$ cat src/rtl/apb_slave_pkg.sv
// Shared types and address-decode helper for the APB memory completer.
package apb_slave_pkg;

  typedef enum logic [1:0] {
    IDLE,
    WAIT,
    READY
  } apb_state_e;

  localparam int unsigned DEF_DEPTH = 64;
  localparam int unsigned OFF_W     = $clog2(DEF_DEPTH) + 2;

  // Error when below the window, past its last word, or not word aligned.
  function automatic logic apb_decode_err(input logic [31:0]   addr,
                                          input logic [31:0]   base,
                                          input int unsigned   depth);
    logic [31:0] off;
    off = addr - base;
    return (addr < base) || (off >= 32'(4 * depth)) || (addr[1:0] != 2'b00);
  endfunction

endpackage

$ cat src/rtl/apb_slave_regfile.sv
// DEPTH x DATA_W storage: one synchronous write port, one combinational read port.
module apb_slave_regfile
  import apb_slave_pkg::*;
#(
  parameter int unsigned DATA_W = 32,
  parameter int unsigned DEPTH  = DEF_DEPTH,
  parameter int unsigned IDX_W  = $clog2(DEPTH)
) (
  input  logic              clk,
  input  logic              reset,
  input  logic              we,
  input  logic [IDX_W-1:0]  widx,
  input  logic [DATA_W-1:0] wdata,
  input  logic [IDX_W-1:0]  ridx,
  output logic [DATA_W-1:0] rdata
);

  logic [DATA_W-1:0] mem [DEPTH];

  always_ff @(posedge clk) begin
    if (reset) begin
      for (int unsigned i = 0; i < DEPTH; i++) begin
        mem[i] <= '0;
      end
    end else if (we) begin
      mem[widx] <= wdata;
    end
  end

  assign rdata = mem[ridx];

endmodule

$ cat src/rtl/apb_slave_mem.sv
// APB completer: word-addressed memory with programmable wait states and PSLVERR.
module apb_slave_mem
  import apb_slave_pkg::*;
#(
  parameter int unsigned DATA_W      = 32,
  parameter int unsigned DEPTH       = 64,
  parameter logic [31:0] BASE_ADDR   = 32'h8000_0000,
  parameter int unsigned WAIT_CYCLES = 1
) (
  input  logic              clk,
  input  logic              reset,
  input  logic              Psel,
  input  logic              Penable,
  input  logic              Pwrite,
  input  logic [31:0]       Paddr,
  input  logic [DATA_W-1:0] Pwdata,
  output logic [DATA_W-1:0] Prdata,
  output logic              Pready,
  output logic              Pslverr
);

  localparam int unsigned IDX_W = $clog2(DEPTH);
  localparam int unsigned CNT_W = (WAIT_CYCLES > 1) ? $clog2(WAIT_CYCLES + 1) : 1;

  apb_state_e        state, state_n;
  logic [CNT_W-1:0]  cnt, cnt_n;
  logic [IDX_W-1:0]  lat_idx, lat_idx_n;
  logic              lat_write, lat_write_n;
  logic              lat_err, lat_err_n;
  logic [DATA_W-1:0] lat_wdata, lat_wdata_n;
  logic [DATA_W-1:0] prdata_n;
  logic              pready_n, pslverr_n;

  logic [IDX_W-1:0]  idx_in, ridx;
  logic              err_in, src_err, src_write;
  logic [DATA_W-1:0] rdata;
  logic              we;

  assign idx_in = IDX_W'((Paddr - BASE_ADDR) >> 2);
  assign err_in = apb_decode_err(Paddr, BASE_ADDR, DEPTH);

  // Zero-wait transfers load the response straight from the setup-phase inputs.
  assign src_err   = (state == IDLE) ? err_in : lat_err;
  assign src_write = (state == IDLE) ? Pwrite : lat_write;
  assign ridx      = (state == IDLE) ? idx_in : lat_idx;

  apb_slave_regfile #(
    .DATA_W (DATA_W),
    .DEPTH  (DEPTH),
    .IDX_W  (IDX_W)
  ) u_regfile (
    .clk   (clk),
    .reset (reset),
    .we    (we),
    .widx  (lat_idx),
    .wdata (lat_wdata),
    .ridx  (ridx),
    .rdata (rdata)
  );

  always_ff @(posedge clk) begin
    if (reset) begin
      state     <= IDLE;
      cnt       <= '0;
      lat_idx   <= '0;
      lat_write <= 1'b0;
      lat_err   <= 1'b0;
      lat_wdata <= '0;
      Prdata    <= '0;
      Pready    <= 1'b0;
      Pslverr   <= 1'b0;
    end else begin
      state     <= state_n;
      cnt       <= cnt_n;
      lat_idx   <= lat_idx_n;
      lat_write <= lat_write_n;
      lat_err   <= lat_err_n;
      lat_wdata <= lat_wdata_n;
      Prdata    <= prdata_n;
      Pready    <= pready_n;
      Pslverr   <= pslverr_n;
    end
  end

  always_comb begin
    state_n     = state;
    cnt_n       = cnt;
    lat_idx_n   = lat_idx;
    lat_write_n = lat_write;
    lat_err_n   = lat_err;
    lat_wdata_n = lat_wdata;
    prdata_n    = Prdata;
    pready_n    = Pready;
    pslverr_n   = Pslverr;
    we          = 1'b0;

    unique case (state)
      IDLE: begin
        if (Psel && !Penable) begin
          lat_idx_n   = idx_in;
          lat_write_n = Pwrite;
          lat_err_n   = err_in;
          lat_wdata_n = Pwdata;
          if (WAIT_CYCLES == 0) begin
            state_n   = READY;
            pready_n  = 1'b1;
            pslverr_n = src_err;
            prdata_n  = (!src_write && !src_err) ? rdata : '0;
          end else begin
            state_n = WAIT;
            cnt_n   = CNT_W'(WAIT_CYCLES);
          end
        end
      end

      WAIT: begin
        if (!Psel) begin
          state_n = IDLE;
        end else if (Penable) begin
          cnt_n = cnt - CNT_W'(1);
          if (cnt == CNT_W'(1)) begin
            state_n   = READY;
            pready_n  = 1'b1;
            pslverr_n = src_err;
            prdata_n  = (!src_write && !src_err) ? rdata : '0;
          end
        end
      end

      READY: begin
        if (!Psel || Penable) begin
          we        = Psel && lat_write && !lat_err;
          state_n   = IDLE;
          pready_n  = 1'b0;
          pslverr_n = 1'b0;
          prdata_n  = '0;
        end
      end

      default: begin
        state_n = IDLE;
      end
    endcase
  end

endmodule

$ cat config.mk
export PLATFORM = sky130hd
export DESIGN_NAME = apb_slave_mem
export DESIGN_NICKNAME = d
export VERILOG_FILES = /design/src/rtl/apb_slave_pkg.sv /design/src/rtl/apb_slave_regfile.sv /design/src/rtl/apb_slave_mem.sv
export SDC_FILE = /design/constraint.sdc
export NUM_CORES = 2
export LEC_CHECK = 0
export ABC_AREA = 1
export CAP_MARGIN = 20
export CORE_ASPECT_RATIO = 1.75
export CORE_MARGIN = 3
export CORE_UTILIZATION = 54
export CTS_CLUSTER_DIAMETER = 40
export DETAILED_ROUTE_END_ITERATION = 12
export GPL_ROUTABILITY_DRIVEN = 0
export PLACE_DENSITY_LB_ADDON = 0.15
export REMOVE_ABC_BUFFERS = 1
export SLEW_MARGIN = 40
export SYNTH_ARGS = -nofsm -noshare
export SYNTH_HDL_FRONTEND = slang
export SYNTH_SLANG_ARGS = --single-unit
$ cat constraint.sdc
create_clock -name clk -period 2.8 [get_ports clk]
set_clock_uncertainty 0.05 [all_clocks]
set_input_delay 0.42 -clock clk [delete_from_list [all_inputs] [get_ports clk]]
set_output_delay 0.42 -clock clk [all_outputs]
set_load 0.01 [all_outputs]
==> summary.txt <==
status: complete, but fails checks
violated checks: negative setup slack
syn avg cell area: 9.86 um^2
Clock Sinks: 2125
Inverters: 60
synth-to-layout area growth: 17.5%
antenna violations before repair: 5
non-clk buf share: 0.0923
Main logic family: simple AND/OR/NAND/NOR gates
top flop regs: u_regfile.mem (2048), Prdata (32), lat_wdata (32)
endpoints failing setup: 14
yosys cell count: 9571
Max-area cell class: flip-flops and latches
I/O Buffers: 102
data required time at the worst endpoint: 3.44 ns
worst hold slack: 0.167 ns
Worst R2R Start: state[0]
Psw: 0.0201 W
GRT Max-Usage Layer: met2
Sw Ratio: 0.269
largest reg by FF count: u_regfile.mem
Tap Cells: 2244
met3 usage: 0.0704
r2r worst-path depth: 13
Max-area cell share: 0.652
fp_density: 0.544
Design Area, Final: 111000 um^2
Tot GR Track Use: 0.374
Hold Crit Depth: 3
CP endpoint: Prdata[25]
total tool warning count: 29
total combinational power: 0.0111 W
Final Util: 0.640
DRT antenna net count: 0
register share after synthesis: 0.668
Most common reg cell: edfxtp_1
#FFs+latches synth: 2125
M1 WL: 109000 um
leakage power total: 40.4 nW
root buffer cell: clkbuf_16
drt first pass iters: 8
pre-CTS setup slack: -0.729 ns
reg2reg end: Prdata[25]
Simple-Gate Fraction of Synth Area: 0.283
CORE AREA: 173000 um^2
vias per inst: 6.31
Die ar.: 180000 um^2
Min-Delay Endpoint: lat_write
Max IR drop VDD: 0.476 mV
worst setup margin: -0.0640 ns
RSZ-0062 raised after global routing: true
min-delay src: Pwrite
clkbuf count: 245
Clock-cell share: 0.0583
TritonCTS clock tree: built
setup TNS: -0.352 ns
H-tree depth: 4
Row Count: 202
Peak Freq: 349 MHz
fill count: 13600
cells in the final DEF, fill, tap and decap left out, drive strengths merged:
cell | synthesis | routed
nand3 | 2243 | 2243
nor2 | 2078 | 2078
edfxtp | 2048 | 2048
nand2 | 2017 | 2017
buf | 333 | 738
clkbuf | 578 | 252
clkdlybuf4s50 | 0 | 101
clkinv | 2 | 85
dfxtp | 77 | 77
a21oi | 70 | 70
inv | 58 | 60
o21ai | 40 | 40
bufinv | 0 | 18
nor3 | 15 | 15
clkinvlp | 0 | 12
a211oi | 6 | 6
diode | 0 | 5
nand3b | 1 | 1
a22o | 1 | 1
nor4 | 1 | 1
nand4 | 1 | 1
o211ai | 1 | 1
a311oi | 1 | 1
bufbuf | 0 | 1
### PDN straps and rails

The bar under the picture is 100 um long. Pins as bars on the die edge.
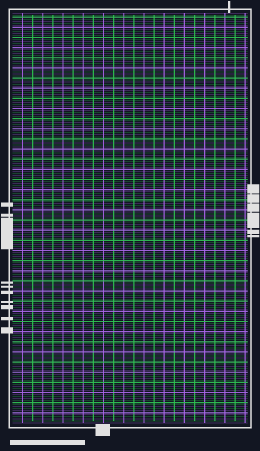
Key: purple = VSS; green = VDD
23 straps on met4. The core has 202 rows.

### Cell classes on the final placement

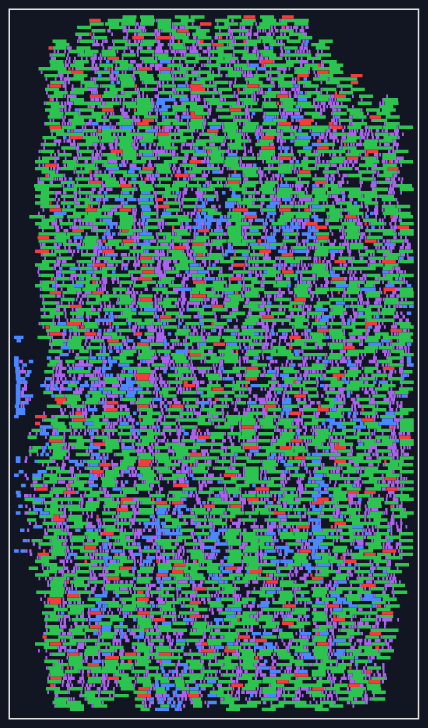
Key: purple = combinational and other logic [cells 6535]; red = clock drivers and dummy loads [cells 360]; blue = remaining buffers and delay cells [cells 847]; green = sequential cells [cells 2125]

Power is estimated from default activity; no workload was simulated.
